### Power grid

Pins as bars on the die edge.
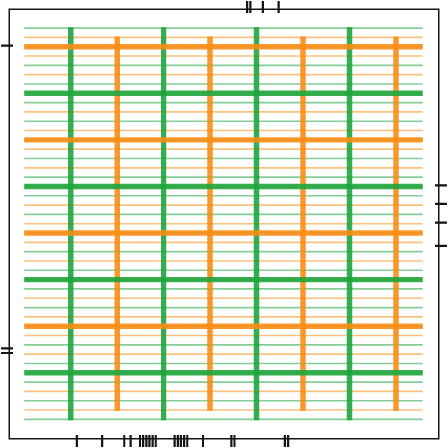
### Clock routing

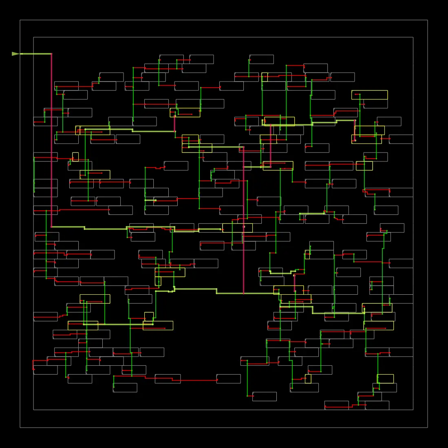
### Zoomed window

Region (6, 69) to (56, 119) µm. Cells in gray, sequential cells in the stronger gray; small squares are vias.
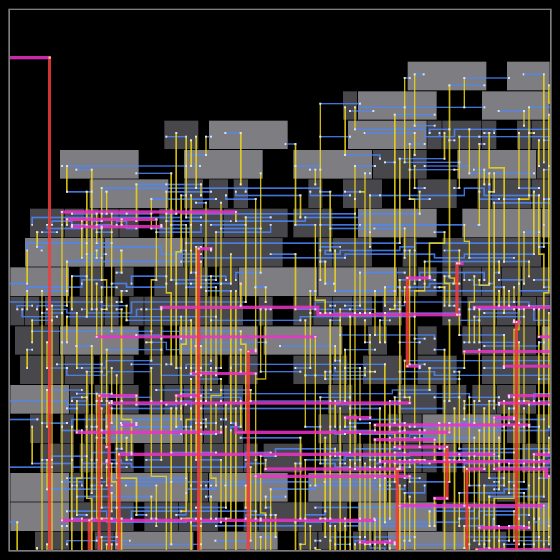
### Register map, names as in the netlist

Other sequential cells in the stronger gray, the rest of the logic in the fainter gray.
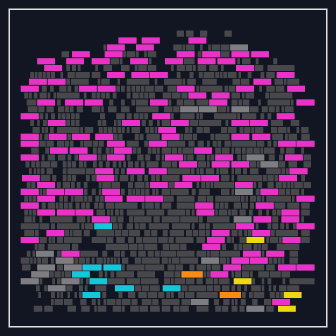
### Selected gate families

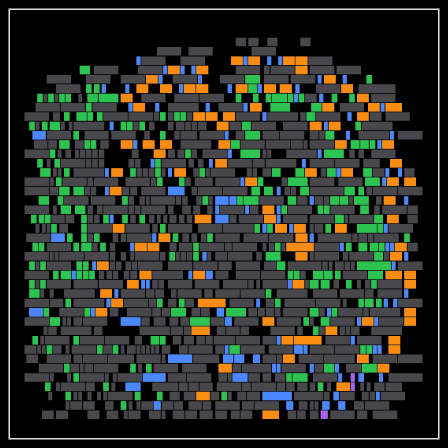
### src/rtl/apb_slave_regfile_pkg.sv
// rtl/apb_slave_regfile_pkg.sv - shared APB defaults and slave FSM state encoding
package apb_slave_regfile_pkg;

  localparam int APB_WDATA_DEF = 8;
  localparam int APB_WADDR_DEF = 8;
  localparam int CNT_W         = 4;

  // 2'b11 is deliberately unused; the FSM folds it back to IDLE
  typedef enum logic [1:0] {
    ST_IDLE = 2'b00,
    ST_WAIT = 2'b01,
    ST_RESP = 2'b10
  } state_e;

endpackage

### src/rtl/apb_slave_mem.sv
// rtl/apb_slave_mem.sv - DEPTH x WDATA register storage, sync write, comb read, sync clear
module apb_slave_mem #(
  parameter int WDATA = 8,
  parameter int WADDR = 8,
  parameter int DEPTH = 16
) (
  input  logic             clk,
  input  logic             resetn,
  input  logic             we,
  input  logic [WADDR-1:0] waddr,
  input  logic [WDATA-1:0] wdata,
  input  logic [WADDR-1:0] raddr,
  output logic [WDATA-1:0] rdata
);
  localparam int             IW      = (DEPTH > 1) ? $clog2(DEPTH) : 1;
  localparam logic [WADDR:0] DEPTH_L = (WADDR+1)'(DEPTH);

  logic [WDATA-1:0] mem_q [DEPTH];
  logic [WDATA-1:0] mem_d [DEPTH];

  function automatic logic in_range(input logic [WADDR-1:0] a);
    return ({1'b0, a} < DEPTH_L);
  endfunction

  always_comb begin
    mem_d = mem_q;
    if (we && in_range(waddr)) begin
      mem_d[waddr[IW-1:0]] = wdata;
    end
  end

  always_ff @(posedge clk) begin
    if (!resetn) begin
      mem_q <= '{default: '0};
    end else begin
      mem_q <= mem_d;
    end
  end

  // out-of-range reads return zero rather than aliasing onto a real register
  assign rdata = in_range(raddr) ? mem_q[raddr[IW-1:0]] : '0;

endmodule

### src/rtl/apb_slave_regfile.sv
// rtl/apb_slave_regfile.sv - APB register-file slave with a fixed number of wait states
module apb_slave_regfile
  import apb_slave_regfile_pkg::*;
#(
  parameter int WDATA       = APB_WDATA_DEF,
  parameter int WADDR       = APB_WADDR_DEF,
  parameter int DEPTH       = 16,
  parameter int WAIT_CYCLES = 2
) (
  input  logic             i_PCLK,
  input  logic             i_PRESETn,
  input  logic             i_PSELx,
  input  logic             i_PENABLE,
  input  logic             i_PWRITE,
  input  logic [WADDR-1:0] i_PADDR,
  input  logic [WDATA-1:0] i_PWDATA,
  output logic             o_PREADY,
  output logic [WDATA-1:0] o_PRDATA,
  output logic             o_PSLVERR
);
  localparam logic [WADDR:0]   DEPTH_L = (WADDR+1)'(DEPTH);
  localparam logic [CNT_W-1:0] WAIT_L  = CNT_W'(WAIT_CYCLES);
  localparam logic [CNT_W-1:0] ONE     = CNT_W'(1);

  state_e           state_q, state_d;
  logic [CNT_W-1:0] cnt_q, cnt_d;
  logic [WADDR-1:0] addr_q, addr_d;
  logic             write_q, write_d;
  logic [WDATA-1:0] wdata_q, wdata_d;
  logic             pready_q, pready_d;
  logic             pslverr_q, pslverr_d;
  logic [WDATA-1:0] prdata_q, prdata_d;

  logic             setup;
  logic             enter_resp;
  logic             mem_we;
  logic [WADDR-1:0] rd_addr;
  logic             rd_err;
  logic             wr_err;
  logic [WDATA-1:0] mem_rdata;

  // zero-wait transfers enter RESP straight from IDLE, so the live address is checked there
  assign rd_addr = (state_q == ST_IDLE) ? i_PADDR : addr_q;
  assign rd_err  = ({1'b0, rd_addr} >= DEPTH_L);
  assign wr_err  = ({1'b0, addr_q} >= DEPTH_L);
  assign setup   = i_PSELx && !i_PENABLE;

  always_comb begin
    state_d    = state_q;
    cnt_d      = cnt_q;
    addr_d     = addr_q;
    write_d    = write_q;
    wdata_d    = wdata_q;
    pready_d   = 1'b0;
    pslverr_d  = 1'b0;
    prdata_d   = prdata_q;
    mem_we     = 1'b0;
    enter_resp = 1'b0;

    case (state_q)
      ST_IDLE: begin
        if (setup) begin
          addr_d  = i_PADDR;
          write_d = i_PWRITE;
          wdata_d = i_PWDATA;
          cnt_d   = WAIT_L;
          if (WAIT_CYCLES > 0) begin
            state_d = ST_WAIT;
          end else begin
            enter_resp = 1'b1;
          end
        end
      end
      ST_WAIT: begin
        if (!i_PSELx) begin
          state_d = ST_IDLE;
        end else begin
          cnt_d = cnt_q - ONE;
          if (cnt_q == ONE) begin
            enter_resp = 1'b1;
          end
        end
      end
      ST_RESP: begin
        state_d = ST_IDLE;
        mem_we  = write_q && !wr_err;
      end
      default: begin
        state_d = ST_IDLE;
      end
    endcase

    if (enter_resp) begin
      state_d   = ST_RESP;
      pready_d  = 1'b1;
      pslverr_d = rd_err;
      if (!write_d) begin
        prdata_d = rd_err ? '0 : mem_rdata;
      end
    end
  end

  always_ff @(posedge i_PCLK) begin
    if (!i_PRESETn) begin
      state_q   <= ST_IDLE;
      cnt_q     <= '0;
      addr_q    <= '0;
      write_q   <= 1'b0;
      wdata_q   <= '0;
      pready_q  <= 1'b0;
      pslverr_q <= 1'b0;
      prdata_q  <= '0;
    end else begin
      state_q   <= state_d;
      cnt_q     <= cnt_d;
      addr_q    <= addr_d;
      write_q   <= write_d;
      wdata_q   <= wdata_d;
      pready_q  <= pready_d;
      pslverr_q <= pslverr_d;
      prdata_q  <= prdata_d;
    end
  end

  apb_slave_mem #(
    .WDATA(WDATA),
    .WADDR(WADDR),
    .DEPTH(DEPTH)
  ) u_mem (
    .clk   (i_PCLK),
    .resetn(i_PRESETn),
    .we    (mem_we),
    .waddr (addr_q),
    .wdata (wdata_q),
    .raddr (rd_addr),
    .rdata (mem_rdata)
  );

  assign o_PREADY  = pready_q;
  assign o_PSLVERR = pslverr_q;
  assign o_PRDATA  = prdata_q;

endmodule
### config.mk
export PLATFORM = sky130hd
export DESIGN_NAME = apb_slave_regfile
export DESIGN_NICKNAME = d
export VERILOG_FILES = /design/src/rtl/apb_slave_regfile_pkg.sv /design/src/rtl/apb_slave_mem.sv /design/src/rtl/apb_slave_regfile.sv
export SDC_FILE = /design/constraint.sdc
export NUM_CORES = 1
export LEC_CHECK = 0
export ABC_AREA = 0
export CORE_MARGIN = 4
export CORE_UTILIZATION = 55
export CTS_CLUSTER_SIZE = 30
export DETAILED_ROUTE_END_ITERATION = 8
export HOLD_SLACK_MARGIN = 0.03
export PLACE_DENSITY = 0.76
export RECOVER_POWER = 25
export SYNTH_ARGS = -nofsm -noshare
export SYNTH_HDL_FRONTEND = slang
export SYNTH_SLANG_ARGS = --single-unit
### constraint.sdc
create_clock -name i_PCLK -period 1.75 [get_ports i_PCLK]
set_input_delay 0.4375 -clock i_PCLK [delete_from_list [all_inputs] [get_ports i_PCLK]]
set_output_delay 0.4375 -clock i_PCLK [all_outputs]
set_load 0.02 [all_outputs]
==> summary.txt <==
Reports from this run.

- The most common logic cell in the routed design reads dfxtp_1.
- The average wire length per cell after detail routing is 21.4 µm.
- Max-slew check failures listed in the final report amount to 0.
- The length of the first detailed-routing pass in iterations is 6.
- Entering global routing, the biggest net connects 126 pins.
- Looking at the cell usage after synthesis, the top flip-flop cell is dfxtp_1.
- In the synthesized netlist the async set-or-reset flop fraction comes to 0.
- The tally of max-capacitance violations is 0.
- The number of H-tree levels reads 4.
- The number of antenna diodes is 0.
- Data on the critical path is required at its endpoint by 2.09 ns.
- The instance tally after logic synthesis reads 901.
- The total track usage reads 0.299.
- The critical path capture point type is a register.
- The DRC violation total after the first TritonRoute iteration reads 988.
- The total number of nets in the final design reads 1005.
- The net count after synthesis is 924.
- The final reports fail on setup timing.
- The clock root buffer reads clkbuf_16.
- The initial standard-cell utilization of the core is 0.566.
- The shortest clock period the worst path allows after layout reads 1.93 ns.
- The overflow left after global routing reads 0.
- The combinational group power reads 843 µW.
- The congestion estimate from routability-driven global placement came to 0.867.
- The critical path starts at state_q[0].
- The number of cell instances after yosys synthesis reads 901.
- TritonCTS built the clock tree.
- The tally of yosys warning messages reads 0.
- The first-pass GRT wire length reads 37300 µm.
- The final count of negative-setup-slack endpoints is 134.
- The relative area change from synthesis to final layout is 31.9%.
- Routing resource usage on met3 recorded by global route was 0.0721.
- The number of cells traversed by the worst register-to-register path is 7.
- The worst hold slack reads 0.457 ns.
- For reference, the critical path cell chain is buf_12, nor2_8, mux2_4, buf_4, a211oi_1, o41ai_2, o211ai_1.
- The worst clock skew is 0.00848 ns.
- Yosys reports a chip area of 0.00752 mm².
- The run finished, with violations left.
- The chip area reads 0.0156 mm².
- The buffer levels on the longest clock path reads 2.
- The timing report attributes the biggest portion of critical-path delay to AND-OR/OR-AND gates.
- The setup path with the least slack is of type reg -> reg.
- The most common logic cells in the final layout are dfxtp_1, nand3_1, nor2_1.
- The detailed placer's ending HPWL is 14000 µm.
- The report lists the number of standard-cell rows as 42.
- The power dissipated by switching net loads reads 2000 µW.
- The share of layout cells above drive strength 1 is 0.234.
- The largest driver fanout on the critical path is 10.
- The total detailed-routing wirelength is 25000 µm.
- The number of warnings in the stage logs reads 32.
- The number of I/O pins is 31.
- The relative slew slack is 0.626.
- For this design, the slowest cell found on the critical path is mux2_4.
- Across all setup checks in the final design, the least slack found is -0.179 ns.
- The internal portion of total power is 6100 µW.
- The launching point of the worst reg2reg path reads state_q[0].
- The number of antenna-violating nets in the routed design is 0.
- OpenSTA lists the critical path endpoint as o_PRDATA[4].
- The share of the synthesized area in the top cell type reads 0.428.
- The clock transition time at the flip-flop clock pins of the worst setup and hold paths reads 0.07 ns.
- The power density over the cells reads 816 mW/mm².
- In the finished design, the share of the clock period the worst path needs comes to 1.10.
- The worst min-delay path class is reg -> reg.
- The count of flip-flops with a built-in enable after synthesis reads 0.
- STA puts the critical path data arrival time at 2.27 ns.
- The met2 track demand over resource is 0.487.
- The delay contributed by the slowest stage of the critical path is 0.38 ns.
- The sequential cell area fraction in the yosys report is 0.428.
- The capturing point of the worst reg2reg path is o_PRDATA[4].
- The launch point of the worst min-delay path is recorded as u_mem.mem_q[63].
- The number of buffers inserted for hold repair after clock tree synthesis is 0.
- The number of global-route vias before repair is 7145.
- The main area contributors are dfxtp_1, mux2i_1, nand3_1, o21ai_0, nor2_1.
- The power report attributes to the clock group a share of 0.437.
- Yosys reports that the most numerous cell types are dfxtp_1, nand3_1, nor2_1.
- In this run the most used layer during global routing was met2.
About 'Power grid':
| color | net |
|---|---|
| green | VSS |
| orange | VDD |
signal pins: 31
met4 straps: 8
rows: 42
Chip Height: 125 µm
largest vdd supply drop: 0.789 mV
Floorplan Core Area: 0.0133 mm²
horizontal die dimension: 125 µm

About 'Clock routing':
power dissipated in the clock network: 3540 µW
clock buffers created by TritonCTS: 17
flip-flop and latch count: 161

About 'Zoomed window':
| color | layer |
|---|---|
| yellow | M2 |
| magenta | M3 |
| red | M4 |
| blue | M1 |
cells with their middle in the window: 182
most frequent: nand3_1 (37), dfxtp_1 (33), nor2_1 (17)
netlist names of flops here include: u_mem.mem_q (33)
sequential cells in the window: 33

About 'Register map, names as in the netlist':
| color | signal | flops |
|---|---|---|
| orange | state_q | 2 |
| magenta | u_mem.mem_q | 128 |
| cyan | addr_q | 8 |
| yellow | cnt_q | 4 |
not colored: 19
area of all sequential standard cells: 0.00323 mm²
power drawn by the sequential cells: 3710 µW
final standard cell utilization of the core: 0.747
fraction of standard cell area that is sequential: 0.326

About 'Selected gate families':
| color | family | cells |
|---|---|---|
| purple | inv cells | 3 |
| orange | mux cells | 94 |
| blue | nor cells | 121 |
| green | aoi and oai cells | 202 |

==> cells by family after synthesis <==
kind of cell | count (synthesis) | share of synthesized area
AND-OR/OR-AND | 203 | 0.160
XOR/XNOR | 2 | 0.00233
adder cells (fa/ha/maj) | 2 | 0.00333
buffers and inverters | 84 | 0.0512
flip-flops | 161 | 0.428
multiplexers | 94 | 0.126
AND/OR/NAND/NOR | 355 | 0.229
==> through the flow <==
step	total power (µW)	TNS (ns)	instance area, µm²	cells	setup WS (ns)
floorplan	4150	-0.117	7590	901	-0.0251
global placement	4500	-36.01	8840	1125	-0.663
detailed placement	4510	-39.24	8840	1125	-0.684
CTS	8000	-0.816	9630	1162	-0.147
global route	8270	-19.65	9930	1168	-0.248
finish	8100	-6.45	9930	1168	-0.179
==> flip-flops by register name, summed over array words and instances (netlist names) <==
| signal | cells |
|---|---|
| o_PSLVERR | 1 |
| cnt_q | 4 |
| state_q | 2 |
| write_q | 1 |
| addr_q | 8 |
| u_mem.mem_q | 128 |
| o_PREADY | 1 |
| o_PRDATA | 8 |
| wdata_q | 8 |
==> final cells by class <==
| cell class | count | area (µm²) |
|---|---|---|
| clock inverter | 6 | 57.6 |
| timing repair buffer | 142 | 1620 |
| inverter | 3 | 13.8 |
| multi-input combinational | 657 | 4300 |
| tap | 176 | 220 |
| clock buffer | 23 | 488 |
| fill | 865 | 3370 |
| sequential | 161 | 3230 |
==> per-layer routing <==
metal	vias to the layer above	part of all wire
met5	-	0.00056
met4	2	0.057
li1	3351	-
met1	3552	0.39
met2	416	0.46
met3	135	0.087
==> timing repair <==
| action | CTS | global route |
|---|---|---|
| pin swaps | 15 | 14 |
| endpoints found under the setup margin | 84 | 108 |
| setup buffers | 5 | 4 |
| cloned | 4 | 2 |
| resized | 52 | 91 |
Power is estimated from default activity; no workload was simulated.
